==> images/wires.png <==
The bar under the picture is 20 um long.
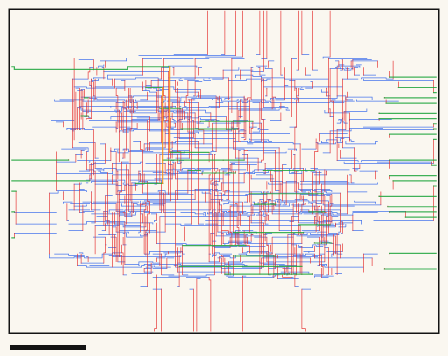
==> images/placement.png <==
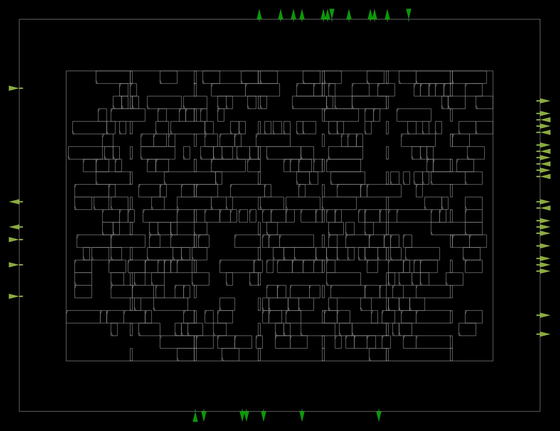
==> images/sizes.png <==
The bar under the picture is 20 um long.
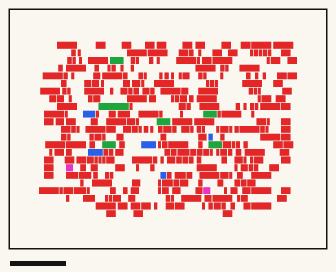
==> images/layer_met3.png <==
The bar under the picture is 20 um long.
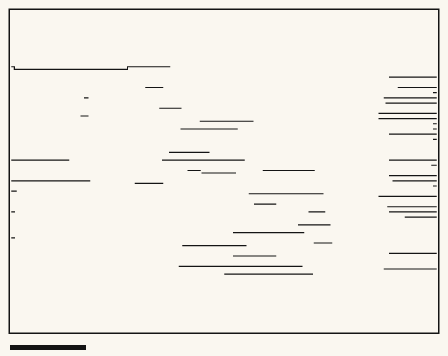
==> images/io_placement.png <==
The bar under the picture is 20 um long. Pins as bars across the die edge, other pins in gray.
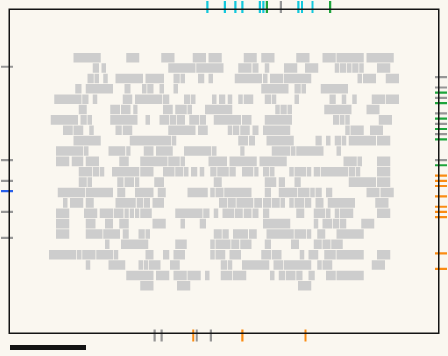
===== src/rtl/jtpang_pkg.sv =====
// Shared types and default geometry for the Pang object DMA engine.
package jtpang_pkg;

    typedef enum logic [1:0] {
        IDLE,
        REQ,
        COPY,
        REL
    } dma_state_t;

    localparam int unsigned DEF_SRC_AW   = 12;
    localparam int unsigned DEF_DST_AW   = 9;
    localparam int unsigned DEF_SRC_BASE = 32'h000;
    localparam int unsigned OBJ_BYTES    = 1 << DEF_DST_AW;

endpackage


===== src/rtl/jtpang_objdma.sv =====
// Object-attribute DMA: grabs the Z80 bus and copies a video-RAM block
// into the double-buffered object line RAM.
module jtpang_objdma
    import jtpang_pkg::*;
#(
    parameter int unsigned SRC_AW   = DEF_SRC_AW,
    parameter int unsigned DST_AW   = DEF_DST_AW,
    parameter int unsigned SRC_BASE = DEF_SRC_BASE
) (
    input  logic              clk,
    input  logic              rst,
    input  logic              cen,
    input  logic              dma_go,
    output logic              busrq_n,
    input  logic              busak_n,
    output logic              dma_busy,
    output logic [SRC_AW-1:0] src_addr,
    output logic              src_cs,
    input  logic [7:0]        src_dout,
    output logic [DST_AW-1:0] obj_addr,
    output logic [7:0]        obj_din,
    output logic              obj_we,
    output logic              obj_page
);

    localparam int unsigned       NBYTES = 1 << DST_AW;
    localparam logic [SRC_AW-1:0] BASE   = SRC_AW'(SRC_BASE);
    localparam logic [SRC_AW-1:0] LAST   = SRC_AW'(SRC_BASE + NBYTES - 1);
    localparam logic [DST_AW:0]   TERM   = (DST_AW+1)'(NBYTES - 1);

    dma_state_t      state;
    logic [DST_AW:0] cnt;
    logic            last_go;
    logic            rd_pend;   // read issued on the previous cen, data on src_dout now
    logic            we_r;

    assign obj_we = we_r & cen;

    always_ff @(posedge clk) begin
        if (rst) begin
            state    <= IDLE;
            busrq_n  <= 1'b1;
            dma_busy <= 1'b0;
            src_cs   <= 1'b0;
            src_addr <= BASE;
            obj_addr <= '0;
            obj_din  <= '0;
            obj_page <= 1'b0;
            cnt      <= '0;
            last_go  <= 1'b0;
            rd_pend  <= 1'b0;
            we_r     <= 1'b0;
        end else if (cen) begin
            last_go <= dma_go;
            we_r    <= 1'b0;
            case (state)
                IDLE: if (dma_go && !last_go) begin
                    state    <= REQ;
                    busrq_n  <= 1'b0;
                    dma_busy <= 1'b1;
                    cnt      <= '0;
                end
                REQ: if (!busak_n) begin
                    state    <= COPY;
                    src_cs   <= 1'b1;
                    src_addr <= BASE;
                    rd_pend  <= 1'b0;
                end
                COPY: begin
                    if (busak_n) begin
                        // Data in flight is lost with the bus: rewind to the first
                        // unwritten byte so re-ack re-issues it before writing.
                        rd_pend  <= 1'b0;
                        src_cs   <= 1'b1;
                        src_addr <= BASE + SRC_AW'(cnt);
                    end else begin
                        rd_pend <= src_cs;
                        if (src_cs) begin
                            src_addr <= src_addr + SRC_AW'(1);
                            if (src_addr == LAST) src_cs <= 1'b0;
                        end
                        if (rd_pend) begin
                            we_r     <= 1'b1;
                            obj_addr <= cnt[DST_AW-1:0];
                            obj_din  <= src_dout;
                            cnt      <= cnt + (DST_AW+1)'(1);
                            if (cnt == TERM) begin
                                state    <= REL;
                                busrq_n  <= 1'b1;
                                obj_page <= ~obj_page;
                            end
                        end
                    end
                end
                REL: if (busak_n) begin
                    state    <= IDLE;
                    dma_busy <= 1'b0;
                end
                default: state <= IDLE;
            endcase
        end
    end

endmodule


===== config.mk =====
export PLATFORM = sky130hd
export DESIGN_NAME = jtpang_objdma
export DESIGN_NICKNAME = d
export VERILOG_FILES = /design/src/rtl/jtpang_pkg.sv /design/src/rtl/jtpang_objdma.sv
export SDC_FILE = /design/constraint.sdc
export NUM_CORES = 1
export LEC_CHECK = 0
export CELL_PAD_IN_SITES_DETAIL_PLACEMENT = 0
export CELL_PAD_IN_SITES_GLOBAL_PLACEMENT = 1
export CORE_ASPECT_RATIO = 0.7
export CORE_MARGIN = 10
export CORE_UTILIZATION = 41
export CTS_CLUSTER_SIZE = 16
export DETAILED_ROUTE_END_ITERATION = 12
export GPL_ROUTABILITY_DRIVEN = 0
export PLACE_DENSITY_LB_ADDON = 0.1
export SLEW_MARGIN = 15
export SYNTH_ARGS = -nofsm -noshare
export SYNTH_HDL_FRONTEND = slang
export SYNTH_SLANG_ARGS = --single-unit

===== constraint.sdc =====
create_clock -name clk -period 4.8 [get_ports clk]
set_input_delay 0.72 -clock clk [delete_from_list [all_inputs] [get_ports clk]]
set_output_delay 0.72 -clock clk [all_outputs]
set_load 0.02 [all_outputs]

==> results.txt <==
impl run done, here's what came out: Worst setup EP type=output port, mux frac, synth=0.0164, Sinks on Clock Net=48, Simple-Gate Area Share=0.256, Rel. slew slack=0.377, Flop Count=48, Die ar.=0.00950 mm^2, Syn Nets=322, Largest cells by area=dfxtp_1 39%, nand2_1 9.7%, a21oi_1 7.8%, ao+oa area frac=0.236, Crit path largest cell delay=0.86 ns, Synth Area in XOR/XNOR=0.0108, Int Power=594 uW, setup TNS=0 ns, Startpoint Class=primary input, Adder Area Share=0.0307, Arr. time, crit path=2.42 ns, core area=0.00576 mm^2, Reg power frac=0.513, cell mode on critical path=clkdlybuf4s50_1, vias per cell=5.61, cts bufs inserted=5, most frequent logic cell in the layout=nand2_1, 1st-pass router iterations=4, Logic inverters=15, share of cells above drive strength 1=0.0380, number of synthesized register bits=48, chip area in the Yosys report=0.00244 mm^2, main logic family after synthesis=simple AND/OR/NAND/NOR gates, drt drc=0, Routed wire per std cell=16.0 um, largest net degree at the start of global routing=33, fin crit period=3.14 ns, Final Net Count=360, clk_skew=0.00669 ns, Core Util at FP=0.425, CTS tree=done, Leakage=0.000986 uW, CTS root buffer=clkbuf_8, OpenROAD warnings=29, first-pass GRT wire length=11200 um, clock buffer depth=2, number of enable flip-flop cells=0, clkbuf count=6, antenna violations before repair=0, DP Worst Slack=1.51 ns, Logic pwr share=0.118, 1st-iter DRT viols=136, vias in the first global route=2211, remaining antenna violation count=0, Logic cell area=0.00134 mm^2, combinational share of cell area=0.442, kind of critical path=primary input to output port, htree depth=2, HPWL after detailed placement=4920 um, Post-Place Cells=409, HP Class=flip-flop to flip-flop, VDD IR max=0.000151 V, Final period util=0.654, f_max=319 MHz, Slowest-stage cell, CP=clkdlybuf4s50_1, Logic Gate Count=223, post-synth top area cell=dfxtp_1, Sw Share=0.254, final setup violation count=0, sequential cell area share=0.316, Net Switching=203 uW, yosys warns=0, pwr/cell area=262 mW/mm^2, Post-synth seq share=0.393, I/O pin cnt=47, fraction of registers with async set/reset=0, Leading cell kind=logic gates, Latency at later pin=0.30 ns, Worst Tran Pin Value=0.932 ns, Clk pwr share=0.370, cell count after synthesis=303, post-cts gate resize count=0, Clock buf/inv share=0.0354, gr ovfl total=0, Layout non-clock buf frac=0.157, Area after DPL=0.00293 mm^2, # diodes=0, bufs w/o clock=48, Synth top area share=0.393, number of fill cells=559, Crit Path Max Fanout=17, Final Power=797 uW, worst hold slack=0.458 ns, Post-CTS Setup Bufs=0, Mapped Area=0.00244 mm^2, Reg area=961 um^2, Worst EP required=4.08 ns, main flop type=dfxtp_1, cell chain of the critical path=clkdlybuf4s50_1 -> and2_1 -> clkdlybuf4s50_1, Synth cell types=55, Final Hold Vio Count=0, most instantiated logic cells after routing=63 x nand2_1, 48 x dfxtp_1, 46 x clkdlybuf4s50_1, 38 x a21oi_1, 15 x inv_1, Non-Filler Instances=417, Post-CTS Hold Buffers=0, RSZ-0062 raised after global routing=false, # Cells Yosys=303, max-slew violations=0, clock-pin transition on the worst setup and hold timing paths=0.09 ns, mean post-synth cell area=8.06 um^2, Max-cap violations=0, outcome=complete, no violations
## Picture notes: wires.png
| layer | color | wire length |
|---|---|---|
| metal 4 | orange | 47.6 um |
| metal 3 | green | 534 um |
| metal 1 | blue | 3420 um |
| metal 2 | red | 2690 um |
Routed WL: 6690 um
gr usage total: 0.137

## Picture notes: placement.png
number of placement rows: 23
TAP cells: 75
final core utilization: 0.528

## Picture notes: sizes.png
| size | color | cells |
|---|---|---|
| _2 cells | blue | 5 |
| _3 and _4 cells | magenta | 2 |
| _0 and _1 cells | red | 329 |
| _6 and larger | green | 6 |
final worst slack: 1.66 ns
P&R area growth vs syn: 24.3%
post-route cell area: 0.00304 mm^2

## Picture notes: layer_met3.png
share of all routed wire: 8.0%
longest straight run: 32.2 um
nets with wire on the layer: 46
wire length on this layer: 534 um
GRT met3 Usage: 0.0419
via count: 2339

## Picture notes: io_placement.png
| port | color | pins | direction | edge |
|---|---|---|---|---|
| `rst` | blue | 1 | input | left |
| `obj_addr` | cyan | 9 | output | top |
| `src_dout` | green | 8 | input | 6 right, 2 top |
| `src_addr` | orange | 12 | output | 9 right, 3 bottom |
all pins by edge: 22 right, 12 top, 7 bottom, 6 left
die height: 84.6 um
die width: 112 um
port bufs: 46

[synthesized netlist by cell type, types with 3 or more instances]
library cell	count
or4_1	9
o32ai_1	3
buf_2	9
nand3_1	12
nand4_1	7
inv_1	15
nand2_1	63
nor2_1	5
nor2b_1	3
clkbuf_1	5
o21ai_0	7
mux2i_1	4
a21oi_1	38
o2111ai_1	3
nand2b_1	6
o21a_1	5
dfxtp_1	48
o31ai_1	9
ha_1	6
[final timing paths]
path / startpoint / end / slack [ns] / cells after the start
min: obj_din[3] / obj_din[3] / 0.46 / 2
min reg2reg: obj_din[3] / obj_din[3] / 0.46 / 2
max reg2reg: state[0] / obj_page / 2.32 / 6
max: cen / obj_we / 1.66 / 3
[critical path: cells and delay by family]
family / cells / cell delay [ns]
and+or+nand+nor: 1 / 0.22
buffers and inverters: 2 / 1.47
[sequential cells by signal, indices dropped and copies added (netlist names)]
| signal | cells |
|---|---|
| obj_din | 8 |
| state | 2 |
| last_go | 1 |
| src_addr | 12 |
| we_r | 1 |
| dma_busy | 1 |
| rd_pend | 1 |
| busrq_n | 1 |
| obj_page | 1 |
| cnt | 10 |
| obj_addr | 9 |
| src_cs | 1 |
[per-layer routing]
metal  vias up  track usage  wire length (um)
li1       1184            -                 -
met1      1077        0.193              3420
met2        73        0.198              2690
met3         5       0.0419               533
met4         0       0.0310                47
met5         -            0                 0
[power groups by stage]
stage          combinational [uW]  sequential, uW  clock [uW]
5_1_grt                       104             410         314
6_report                     93.9             409         295
3_3_place_gp                 92.4             418           0
3_5_place_dp                 93.3             418           0
2_1_floorplan                60.6             420           0
4_1_cts                      93.7             409         300
Power figures rest on the tool's default switching activity, not on a simulated workload.
